`src/rtl/node_feeder.sv`:
```
`default_nettype none
// ============================================================================
// node_feeder : packs serial pixel/weight byte pairs into LANES-wide p/w words
//               plus a per-neuron bias for the neuron node datapath.
// Option      : NODE_FEEDER_PINGPONG_EN adds a second lane buffer so filling
//               overlaps presentation.
// Revision    : 1.0
// ============================================================================
module node_feeder #(
    parameter int LANES  = 16,
    parameter int CHUNKS = 49
) (
    input  logic                 clk_i,
    input  logic                 rst_ni,
    input  logic                 start_i,
    input  logic [19:0]          bias_in_i,
    input  logic                 in_valid_i,
    output logic                 in_ready_o,
    input  logic [7:0]           in_pix_i,
    input  logic [7:0]           in_wgt_i,
    output logic [8*LANES-1:0]   p_o,
    output logic [8*LANES-1:0]   w_o,
    output logic [19:0]          b_o,
    output logic                 out_valid_o,
    input  logic                 out_ready_i,
    output logic                 out_first_o,
    output logic                 out_last_o,
    output logic                 done_o,
    output logic                 busy_o
);
    localparam int LW = $clog2(LANES);
    localparam int CW = $clog2(CHUNKS + 1);
    localparam int DW = 8 * LANES;
    localparam logic [LW-1:0] LANE_LAST  = LW'(LANES - 1);
    localparam logic [CW-1:0] CHUNK_LAST = CW'(CHUNKS - 1);

    typedef enum logic [1:0] {
        S_IDLE = 2'd0,
        S_FILL = 2'd1,
        S_HOLD = 2'd2
    } state_t;

    state_t          state_q;
    logic [LW-1:0]   lane_q;
    logic [CW-1:0]   out_chunk_q;
    logic [DW-1:0]   fill_p_q, fill_w_q;
    logic [DW-1:0]   fill_p_d, fill_w_d;
    logic [19:0]     b_q;
    logic            in_ready_q, out_valid_q, out_first_q, out_last_q;
    logic            done_q, busy_q;

    logic in_hs, out_hs, word_cmp, slot_free;
    logic load_new, load_pend, out_valid_d, in_ready_d;

    assign in_hs     = in_valid_i & in_ready_q;
    assign out_hs    = out_valid_q & out_ready_i;
    assign word_cmp  = in_hs & (lane_q == LANE_LAST);
    assign slot_free = ~out_valid_q | out_hs;
    assign load_new  = word_cmp & slot_free;

`ifdef NODE_FEEDER_PINGPONG_EN
    logic [CW-1:0] fill_chunk_q;
    logic [DW-1:0] pres_p_q, pres_w_q;
    logic          pend_q, all_filled_q;
    logic          pend_d, all_filled_d;

    // pend_q: the fill buffer holds a finished word waiting for the output slot
    assign load_pend    = pend_q & out_hs;
    assign pend_d       = (pend_q & ~out_hs) | (word_cmp & ~slot_free);
    assign all_filled_d = all_filled_q | (word_cmp & (fill_chunk_q == CHUNK_LAST));
    assign out_valid_d  = load_new | load_pend | (out_valid_q & ~out_hs);
    assign in_ready_d   = ~pend_d & ~all_filled_d;
    assign p_o          = pres_p_q;
    assign w_o          = pres_w_q;
`else
    assign load_pend    = 1'b0;
    assign out_valid_d  = load_new | (out_valid_q & ~out_hs);
    assign in_ready_d   = ~out_valid_d;
    assign p_o          = fill_p_q;
    assign w_o          = fill_w_q;
`endif

    always_comb begin
        fill_p_d = fill_p_q;
        fill_w_d = fill_w_q;
        if (in_hs) begin
            fill_p_d[{lane_q, 3'b000} +: 8] = in_pix_i;
            fill_w_d[{lane_q, 3'b000} +: 8] = in_wgt_i;
        end
    end

    always_ff @(posedge clk_i or negedge rst_ni) begin
        if (!rst_ni) begin
            state_q      <= S_IDLE;
            lane_q       <= '0;
            out_chunk_q  <= '0;
            fill_p_q     <= '0;
            fill_w_q     <= '0;
            b_q          <= '0;
            in_ready_q   <= 1'b0;
            out_valid_q  <= 1'b0;
            out_first_q  <= 1'b0;
            out_last_q   <= 1'b0;
            done_q       <= 1'b0;
            busy_q       <= 1'b0;
`ifdef NODE_FEEDER_PINGPONG_EN
            fill_chunk_q <= '0;
            pres_p_q     <= '0;
            pres_w_q     <= '0;
            pend_q       <= 1'b0;
            all_filled_q <= 1'b0;
`endif
        end else begin
            done_q <= 1'b0;
            case (state_q)
                S_IDLE: begin
                    if (start_i) begin
                        state_q      <= S_FILL;
                        b_q          <= bias_in_i;
                        lane_q       <= '0;
                        out_chunk_q  <= '0;
                        in_ready_q   <= 1'b1;
                        busy_q       <= 1'b1;
`ifdef NODE_FEEDER_PINGPONG_EN
                        fill_chunk_q <= '0;
                        pend_q       <= 1'b0;
                        all_filled_q <= 1'b0;
`endif
                    end
                end
                default: begin
                    if (in_hs) begin
                        fill_p_q <= fill_p_d;
                        fill_w_q <= fill_w_d;
                        lane_q   <= (lane_q == LANE_LAST) ? '0 : lane_q + 1'b1;
                    end
                    if (out_hs && out_last_q) begin
                        state_q     <= S_IDLE;
                        done_q      <= 1'b1;
                        busy_q      <= 1'b0;
                        in_ready_q  <= 1'b0;
                        out_valid_q <= 1'b0;
                        out_first_q <= 1'b0;
                        out_last_q  <= 1'b0;
                    end else begin
                        state_q     <= in_ready_d ? S_FILL : S_HOLD;
                        in_ready_q  <= in_ready_d;
                        out_valid_q <= out_valid_d;
                        // out_chunk_q counts words handed to the output slot
                        if (load_new || load_pend) begin
                            out_first_q <= (out_chunk_q == '0);
                            out_last_q  <= (out_chunk_q == CHUNK_LAST);
                            out_chunk_q <= out_chunk_q + 1'b1;
                        end else if (out_hs) begin
                            out_first_q <= 1'b0;
                            out_last_q  <= 1'b0;
                        end
`ifdef NODE_FEEDER_PINGPONG_EN
                        pend_q       <= pend_d;
                        all_filled_q <= all_filled_d;
                        if (word_cmp)
                            fill_chunk_q <= fill_chunk_q + 1'b1;
                        if (load_new) begin
                            pres_p_q <= fill_p_d;
                            pres_w_q <= fill_w_d;
                        end else if (load_pend) begin
                            pres_p_q <= fill_p_q;
                            pres_w_q <= fill_w_q;
                        end
`endif
                    end
                end
            endcase
        end
    end

    assign in_ready_o  = in_ready_q;
    assign b_o         = b_q;
    assign out_valid_o = out_valid_q;
    assign out_first_o = out_first_q;
    assign out_last_o  = out_last_q;
    assign done_o      = done_q;
    assign busy_o      = busy_q;

endmodule
`default_nettype wire
```
`config.mk`:
```
export PLATFORM = sky130hd
export DESIGN_NAME = node_feeder
export DESIGN_NICKNAME = d
export VERILOG_FILES = /design/src/rtl/node_feeder.sv
export SDC_FILE = /design/constraint.sdc
export NUM_CORES = 1
export LEC_CHECK = 0
export ABC_AREA = 1
export CELL_PAD_IN_SITES_DETAIL_PLACEMENT = 0
export CELL_PAD_IN_SITES_GLOBAL_PLACEMENT = 1
export CORE_MARGIN = 2
export CORE_UTILIZATION = 33
export CTS_BUF_LIST = sky130_fd_sc_hd__clkbuf_2
export DETAILED_ROUTE_END_ITERATION = 12
export GPL_TIMING_DRIVEN = 0
export PLACE_DENSITY = 0.75
export SETUP_SLACK_MARGIN = 0.05
export SYNTH_ARGS = -nofsm -noshare
export SYNTH_HDL_FRONTEND = slang
export SYNTH_SLANG_ARGS = --single-unit
```
`constraint.sdc`:
```
create_clock -name clk_i -period 2.44 [get_ports clk_i]
set_input_delay 0.488 -clock clk_i [delete_from_list [all_inputs] [get_ports clk_i]]
set_output_delay 0.488 -clock clk_i [all_outputs]
set_load 0.05 [all_outputs]
```
Figure 1. Port wiring (run 1).
Scale bar: 50 um.
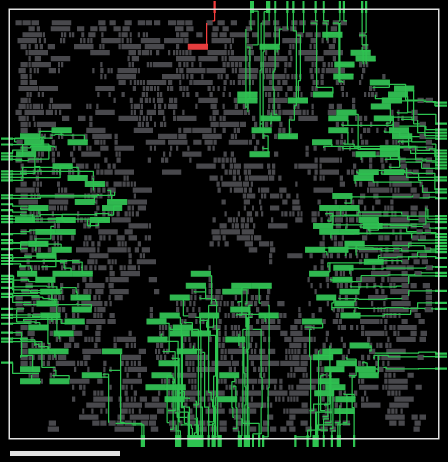
red -> done_o  # direction output, end cells 1, buffers 1, wire 16.0 um
green -> w_o  # direction output, end cells 128, buffers 128, wire 5580 um

Figure 2. Floorplan with the power grid (run 1).
Scale bar: 50 um. Pins as bars on the die edge.
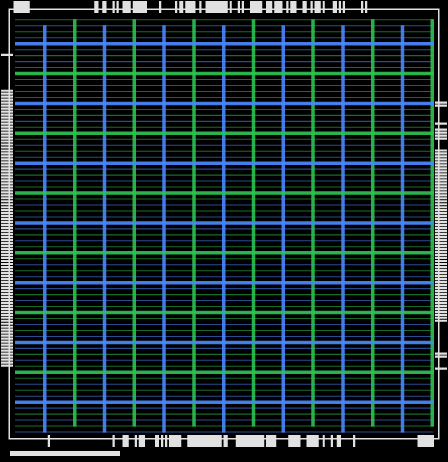
blue -> VSS
green -> VDD
met4 straps = 14
signal pins = 323
rows = 69
met5 straps = 13
met1 rails = 70
maximum VDD drop: 749 uV
die height: 195 um
die extent in x: 195 um

Figure 3. Routing congestion map (run 1).
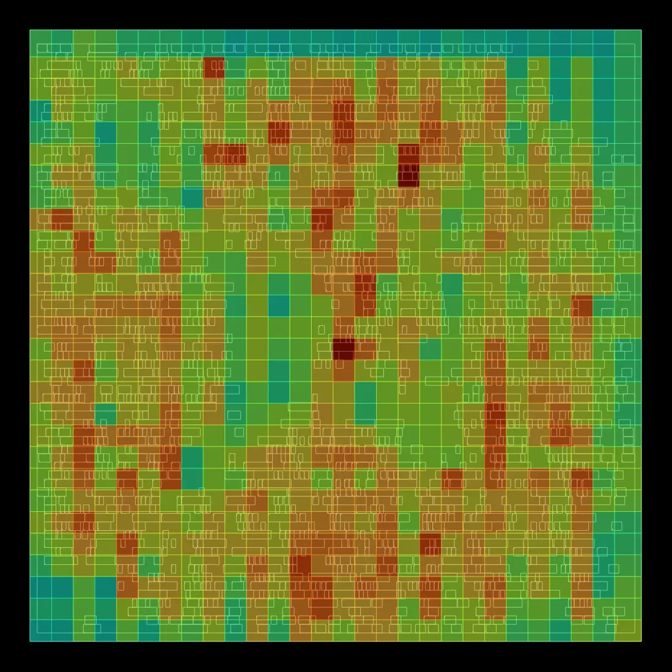
Tot GR Track Use: 0.223
GR Layer Usage met1: 0.287

Figure 4. Cells colored by class (run 1).
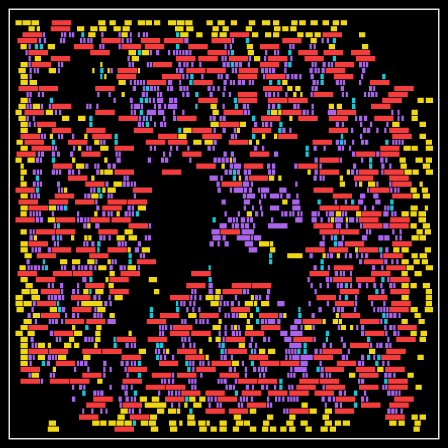
red -> registers  # cells 293
cyan -> clock drivers and dummy loads  # cells 139
yellow -> remaining buffers and delay cells  # cells 406
purple -> remaining logic cells  # cells 999

==> run summary, run 1 <==
run results: DP Area 15900 sq um, status complete, no violations, slew margin rel. 0.521, Post-DRT Antenna Nets 0, clk cell area share 0.0406, pre-placement core utilization 0.336, RSZ-0062 raised after global routing true, logic area 4300 sq um, Reg power frac 0.304, fillcell total 3664, Switching Share 0.548, combinational power share 0.561, largest class sequential cells, core area 35700 sq um, fin util 0.466, post-synth top area cell dfrtp_1, peak fanout along the critical path 10, metal3 WL 3400 um, Synth Area in Compound Gates 0.0521, Hold Slack 0.100 ns, total power 25.3 mW, register share of the cell area 0.440, Inserted Diodes 1, logic share of the area 0.258, Wirelength per Cell 18.4 um, buffering overhead 0.213, ys cells 1366, Syn Std Cell Area 12000 sq um, root buf cell clkbuf_2, flip-flops 293, Layout Cells excl Fill 2299, crit path buf inv count 4, yosys stat area 12000 sq um, max-slew violation count 0
Figure 5. Cell area per tile (run 1).
Scale bar: 50 um. 19 x 19 tiles, from black (low) to pale yellow (high), 0 to 100% covered.
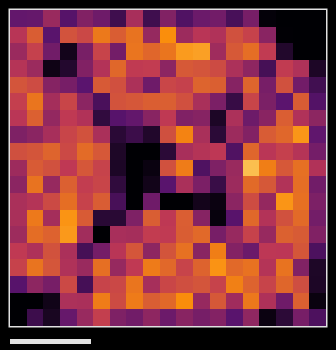

==> run 2: changes to the inputs <==
CORE_UTILIZATION = 30   (was 33)
PLACE_DENSITY = 0.66   (was 0.75)
clock period = 2.3 ns   (was 2.44 ns; I/O delays follow)
Figure 6. Cell area per tile (run 2).
Scale bar: 50 um. 20 x 20 tiles, from black (low) to pale yellow (high), 0 to 100% covered.
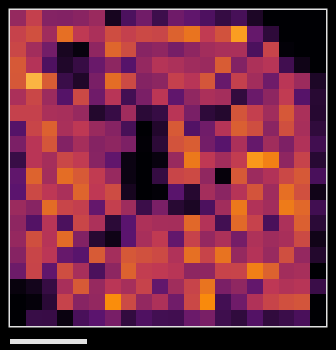
tiles over 75% full = 1.0%
mean over tiles = 37%
nearly empty tiles = 6.0%

==> run 2 against run 1 <==
  * Global-route usage decreased by 0.78 points
  * First-iteration DRC count down 5.6%
  * Die area grew 9.8%
  * Sequential power increased by 5.7%
  * Critical endpoint is now w_o[53]
  * Largest cell class unchanged
==> run summary, run 2 <==
run results: Wirelength per Cell 18.4 um, peak fanout along the critical path 2, core area 39600 sq um, Post-DRT Antenna Nets 0, largest class sequential cells, die height 204 um, RD Place Congestion 0.794, Hold Crit Class in2reg, GR Layer Usage met1 0.283, combinational power share 0.556, flip-flops 293, Highest Signal Layer met4, ys cells 1366, logic share of the area 0.269, total power 27.0 mW, Post-synth EDFFs 0, clk cell area share 0.0464, Synth Area in Compound Gates 0.0521, DP Area 16000 sq um, Tot GR Track Use 0.215, Inserted Diodes 1, buffering overhead 0.176, logic area 4360 sq um, final hold vios 0, post-synth top area cell dfrtp_1, clock-pin transition on the worst setup and hold timing paths 0.09 ns, Switching Share 0.553, sw power 14.9 mW, vias per std cell 4.57, fin util 0.408, via count 11000, crit path buf inv count 1, status complete, no violations, Syn Std Cell Area 12000 sq um, root buf cell clkbuf_2, Reg power frac 0.300, slew margin rel. 0.534, die extent in x 204 um, Mapped Cells 1366, Hold Slack 0.274 ns, yosys stat area 12000 sq um, metal3 WL 3350 um, maximum VDD drop 866 uV, RSZ-0062 raised after global routing false, max-slew violation count 0, pre-placement core utilization 0.303
Power and IR drop assume default switching activity.
